### src/rtl/gnr_sweep_ctrl.sv
// GRN sweep sequencer: walks every initial state in a range, steps the
// node array and finds each attractor period with Brent cycle detection.
// Ports: clk/rst_n; start + init_first/init_last bound the sweep;
// net_state is the node array s1 vector; reset_nos/init_state load the
// array, start_s0/start_s1 issue the two update phases; res_* is the
// valid/ready result port; busy spans the sweep, done pulses at its end.
module gnr_sweep_ctrl #(
  parameter int N_NODES   = 4,
  parameter int STEP_W    = 16,
  parameter int MAX_STEPS = 1000
) (
  input  logic               clk,
  input  logic               rst_n,
  input  logic               start,
  input  logic [N_NODES-1:0] init_first,
  input  logic [N_NODES-1:0] init_last,
  input  logic [N_NODES-1:0] net_state,
  output logic               reset_nos,
  output logic [N_NODES-1:0] init_state,
  output logic               start_s0,
  output logic               start_s1,
  output logic               res_valid,
  input  logic               res_ready,
  output logic [N_NODES-1:0] res_init,
  output logic [STEP_W-1:0]  res_period,
  output logic [STEP_W-1:0]  res_steps,
  output logic               res_timeout,
  output logic               busy,
  output logic               done
);

  typedef enum logic [2:0] {
    S_IDLE,
    S_LOAD,
    S_PH0,
    S_PH1,
    S_CMP,
    S_EMIT,
    S_NEXT
  } state_e;

  localparam logic [STEP_W-1:0] MAX_S = STEP_W'(MAX_STEPS);
  localparam logic [STEP_W-1:0] ONE   = STEP_W'(1);

  state_e              state_q, state_d;
  logic [N_NODES-1:0]  cur_q, cur_d;
  logic [N_NODES-1:0]  last_q, last_d;
  logic [N_NODES-1:0]  tort_q, tort_d;
  logic [STEP_W-1:0]   power_q, power_d;
  logic [STEP_W-1:0]   lam_q, lam_d;
  logic [STEP_W-1:0]   steps_q, steps_d;
  logic                busy_q, busy_d;
  logic [N_NODES-1:0]  rinit_q, rinit_d;
  logic [STEP_W-1:0]   rper_q, rper_d;
  logic [STEP_W-1:0]   rstep_q, rstep_d;
  logic                rtmo_q, rtmo_d;

  logic [STEP_W-1:0]   ln;
  logic [STEP_W-1:0]   steps_inc;
  logic [STEP_W-1:0]   pow_sat;
  logic                hit;
  logic                tmo;
  logic                at_last;

  assign ln        = lam_q + ONE;
  assign steps_inc = steps_q + ONE;
  // Saturate rather than wrap so a huge period never restarts at 0.
  assign pow_sat   = power_q[STEP_W-1] ? '1 : (power_q << 1);
  assign hit       = (net_state == tort_q);
  assign tmo       = (steps_inc == MAX_S);
  assign at_last   = (cur_q == last_q);

  always_ff @(posedge clk or negedge rst_n) begin
    if (!rst_n) begin
      state_q <= S_IDLE;
      cur_q   <= '0;
      last_q  <= '0;
      tort_q  <= '0;
      power_q <= '0;
      lam_q   <= '0;
      steps_q <= '0;
      busy_q  <= 1'b0;
      rinit_q <= '0;
      rper_q  <= '0;
      rstep_q <= '0;
      rtmo_q  <= 1'b0;
    end else begin
      state_q <= state_d;
      cur_q   <= cur_d;
      last_q  <= last_d;
      tort_q  <= tort_d;
      power_q <= power_d;
      lam_q   <= lam_d;
      steps_q <= steps_d;
      busy_q  <= busy_d;
      rinit_q <= rinit_d;
      rper_q  <= rper_d;
      rstep_q <= rstep_d;
      rtmo_q  <= rtmo_d;
    end
  end

  always_comb begin
    state_d = state_q;
    unique case (state_q)
      S_IDLE: if (start) state_d = S_LOAD;
      S_LOAD: state_d = S_PH0;
      S_PH0:  state_d = S_PH1;
      S_PH1:  state_d = S_CMP;
      S_CMP:  state_d = (hit || tmo) ? S_EMIT : S_PH0;
      S_EMIT: if (res_ready) state_d = S_NEXT;
      S_NEXT: state_d = at_last ? S_IDLE : S_LOAD;
      default: state_d = S_IDLE;
    endcase
  end

  always_comb begin
    cur_d   = cur_q;
    last_d  = last_q;
    tort_d  = tort_q;
    power_d = power_q;
    lam_d   = lam_q;
    steps_d = steps_q;
    busy_d  = busy_q;
    rinit_d = rinit_q;
    rper_d  = rper_q;
    rstep_d = rstep_q;
    rtmo_d  = rtmo_q;
    unique case (state_q)
      S_IDLE: begin
        if (start) begin
          cur_d  = init_first;
          last_d = init_last;
          busy_d = 1'b1;
        end
      end
      S_LOAD: begin
        tort_d  = cur_q;
        power_d = ONE;
        lam_d   = '0;
        steps_d = '0;
      end
      S_CMP: begin
        steps_d = steps_inc;
        // Detection wins over timeout on the same step.
        if (hit) begin
          rinit_d = cur_q;
          rper_d  = ln;
          rstep_d = steps_inc;
          rtmo_d  = 1'b0;
        end else if (tmo) begin
          rinit_d = cur_q;
          rper_d  = '0;
          rstep_d = steps_inc;
          rtmo_d  = 1'b1;
        end else if (ln == power_q) begin
          tort_d  = net_state;
          power_d = pow_sat;
          lam_d   = '0;
        end else begin
          lam_d = ln;
        end
      end
      S_NEXT: begin
        // Compare before increment: init_last of all-ones ends cleanly.
        if (at_last) busy_d = 1'b0;
        else         cur_d  = cur_q + 1'b1;
      end
      default: ;
    endcase
  end

  always_comb begin
    reset_nos   = (state_q == S_LOAD);
    init_state  = reset_nos ? cur_q : '0;
    start_s0    = (state_q == S_PH0);
    start_s1    = (state_q == S_PH1);
    res_valid   = (state_q == S_EMIT);
    res_init    = rinit_q;
    res_period  = rper_q;
    res_steps   = rstep_q;
    res_timeout = rtmo_q;
    busy        = busy_q;
    done        = (state_q == S_NEXT) && at_last;
  end

endmodule
### config.mk
export PLATFORM = sky130hd
export DESIGN_NAME = gnr_sweep_ctrl
export DESIGN_NICKNAME = d
export VERILOG_FILES = /design/src/rtl/gnr_sweep_ctrl.sv
export SDC_FILE = /design/constraint.sdc
export NUM_CORES = 1
export LEC_CHECK = 0
export CAP_MARGIN = 20
export CORE_UTILIZATION = 56
export DETAILED_ROUTE_END_ITERATION = 8
export GPL_ROUTABILITY_DRIVEN = 0
export GPL_TIMING_DRIVEN = 0
export PLACE_DENSITY = 0.8
export SETUP_SLACK_MARGIN = 0.3
export SLEW_MARGIN = 40
export SYNTH_ARGS = -nofsm -noshare
export SYNTH_HDL_FRONTEND = slang
export SYNTH_SLANG_ARGS = --single-unit
### constraint.sdc
create_clock -name clk -period 3.8 [get_ports clk]
set_clock_uncertainty 0.2 [all_clocks]
set_input_delay 0.76 -clock clk [delete_from_list [all_inputs] [get_ports clk]]
set_output_delay 0.76 -clock clk [all_outputs]
set_load 0.02 [all_outputs]
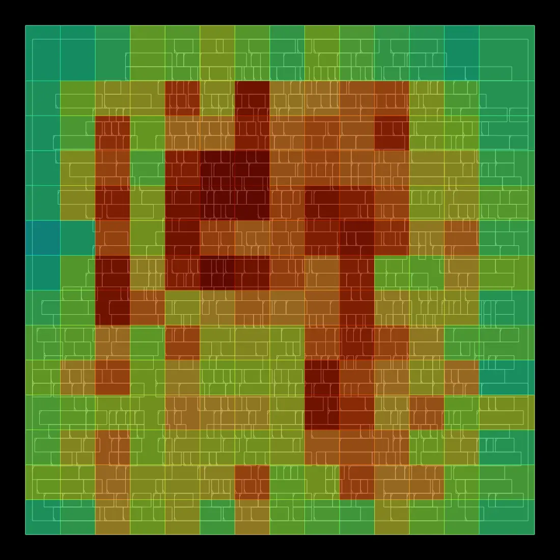
**Above:** routing congestion map.
gr usage total: 29.08%
grt peak-use layer: met2
final core occ: 72.46%

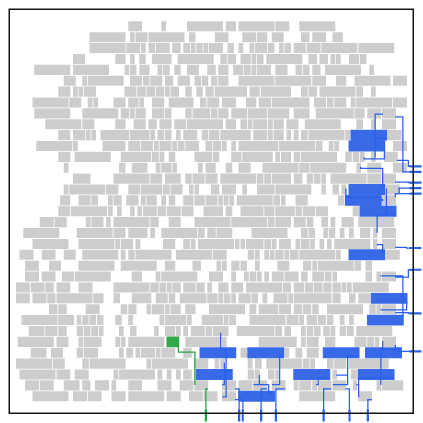
**Above:** nets reached from selected ports.
Scale: 4 px per µm.
Blue shows res_steps, bits 16, direction output, end cells 16, buffers 16, wire 286 µm. Green shows start_s1, bits 1, direction output, end cells 1, buffers 1, wire 20.1 µm.
buffers added on ports: 62
boundary pin count: 63

==> summary.rpt <==
=== SYNTHESIS / PLACE & ROUTE SUMMARY ===
----------------------------------------------------
[Worst setup path]
  Endpoint type of the worst setup path ........................ flop
  Highest net fanout along the worst path ........................ 10
  Startpoint-to-endpoint class of the critical path ........................ reg -> reg
  Critical Path RT ........................ 3.86 ns

[STA]
  Total count of max-transition violations in the final report ........................ 0
  Share of the cycle needed by the critical path after routing ........................ 89.46%
  Setup repair after global routing missed its margin ........................ false
  Fmax achieved ........................ 0.2942 GHz
  Worst Hold Slack ........................ 0.04931 ns

[Synth]
  Cell type with the largest total area ........................ dfrtp_1
  Number of enable flip-flop cells ........................ 0
  Proportion of netlist area held by the largest area contributor ........................ 46.38%
  Yosys chip area ........................ 0.005449 mm²
  Flops & latches, synth ........................ 101

[GRT]
  Wire length of the first global-routing pass ........................ 22760 µm

[CTS]
  Level count of the clock H-tree ........................ 3
  Late-Pin Clk Latency ........................ 0.38 ns
  Number of clock buffers inserted by TritonCTS ........................ 9
  Clock tree from TritonCTS ........................ built
  Sink Count ........................ 101
  Clock tree buffer depth ........................ 2

[Placed design]
  Cell Area, Placed ........................ 0.006275 mm²

[Layout]
  Number of nets at the end of the flow ........................ 697
  Most common logic cells in the final layout ........................ dfrtp_1 (97), nand2_1 (79), o21ai_0 (62)

[Worst hold path]
  Worst hold path type ........................ in -> async

[Power and ir drop]
  Worst ir drop on vdd ........................ 0.0003314 V

[Job]
  Count of tool warnings ........................ 27

[Outcome]
  Result of the run ........................ completed

[Drt]
  Total DRC errors in the routed layout ........................ 0
  Antenna-violating nets left ........................ 0

----------------------------------------------------
[where the power goes]
group	total [W]	internal [W]	switching [W]
Sequential	0.00134	0.00121	0.000128
Clock	0.000653	0.000249	0.000404
Combinational	0.00127	0.000533	0.000733
Total	0.00326	0.00199	0.00127
[layer usage]
layer | global-route usage [%] | share of wire, %
met1 | 41.31 | 43
met4 | 12.60 | 3.3
met3 | 3.814 | 7.2
met2 | 44.94 | 46
met5 | 0 | 0
[worst paths after layout]
kind	start	endpoint	slack (ns)
hold / removal	rst_n	res_steps[5]	0.05
setup reg to reg	lam_q[6]	lam_q[9]	0.40
hold reg to reg	res_period[0]	res_period[0]	0.29
min in group clk	res_period[0]	res_period[0]	0.29
setup / recovery	lam_q[6]	lam_q[9]	0.40
max in group asynchronous	rst_n	power_q[5]	2.75
[state kept, by name, summed over array words and instances (netlist names)]
signal	flops
busy	1
cur_q	4
lam_q	16
last_q	4
power_q	16
res_init	4
res_period	16
res_steps	16
res_timeout	1
state_q	3
steps_q	16
tort_q	4
[cell usage after synthesis, types with 5 or more instances]
master     number
and4_1          5
o2bb2ai_1      14
nand4_1         7
o21ai_0        63
and2_1         10
a221o_1        16
nor2_1         54
dfrtp_1       101
nand3_1        26
mux2_2          6
nor3_1          8
nand2b_1        6
nand2_1        79
buf_2          12
and3_1         11
a21oi_1        11
inv_1           8
xor2_1         21
nor4_1          9
a31oi_1         6
clkbuf_1       26
nor3b_1         5
xnor2_1        24
[critical path, cell delays in order, from the launching register on]
cell and delay, ns:
dfrtp_1 0.34, clkbuf_2 0.24, nand2_1 0.20, nor4_2 0.64
nor3b_1 0.12, a211oi_1 0.25, nand4b_1 0.19, nor4_4 0.30
buf_4 0.21, nor2_4 0.07, clkbuf_4 0.21, a221o_1 0.32
[logic make-up (layout without fill, tap and decap cells)]
kind of cell    after synthesis  in the layout  synth area share (%)
compound gates              139            139                 17.22
xor+xnor                     46             46                 7.646
fa+ha+maj                     3              3                0.6889
buf+inv                      48            141                 3.651
flops                       101            101                 46.38
mux                           8              8                 1.607
simple gates                245            245                 22.80
[per-stage QoR]
step | worst slack [ns] | setup TNS [ns]
finish | 0.4005 | 0
global placement | -1.924 | -201.83
floorplan | 0.6414 | 0
detailed placement | -0.4952 | -12.06
global route | 0.2761 | 0
CTS | 0.2776 | 0
[cell type report]
type,instances,area [µm²]
Sequential cell,101,2532
Fill cell,705,2569
Inverter,9,38.79
Timing Repair Buffer,77,758.2
Multi-Input combinational cell,441,2903
Buffer,39,188.9
Tap cell,129,161.4
Clock buffer,11,131.4
Clock inverter,5,45.04
[timing repair]
item / 4_1_cts / 5_1_grt
gates resized: 18 / 35
hold endpoints to repair: 0 / 0
pin swaps: 2 / 3
setup endpoints to repair: 46 / 46
buffers inserted: 8 / 6
Power and IR drop assume default switching activity.
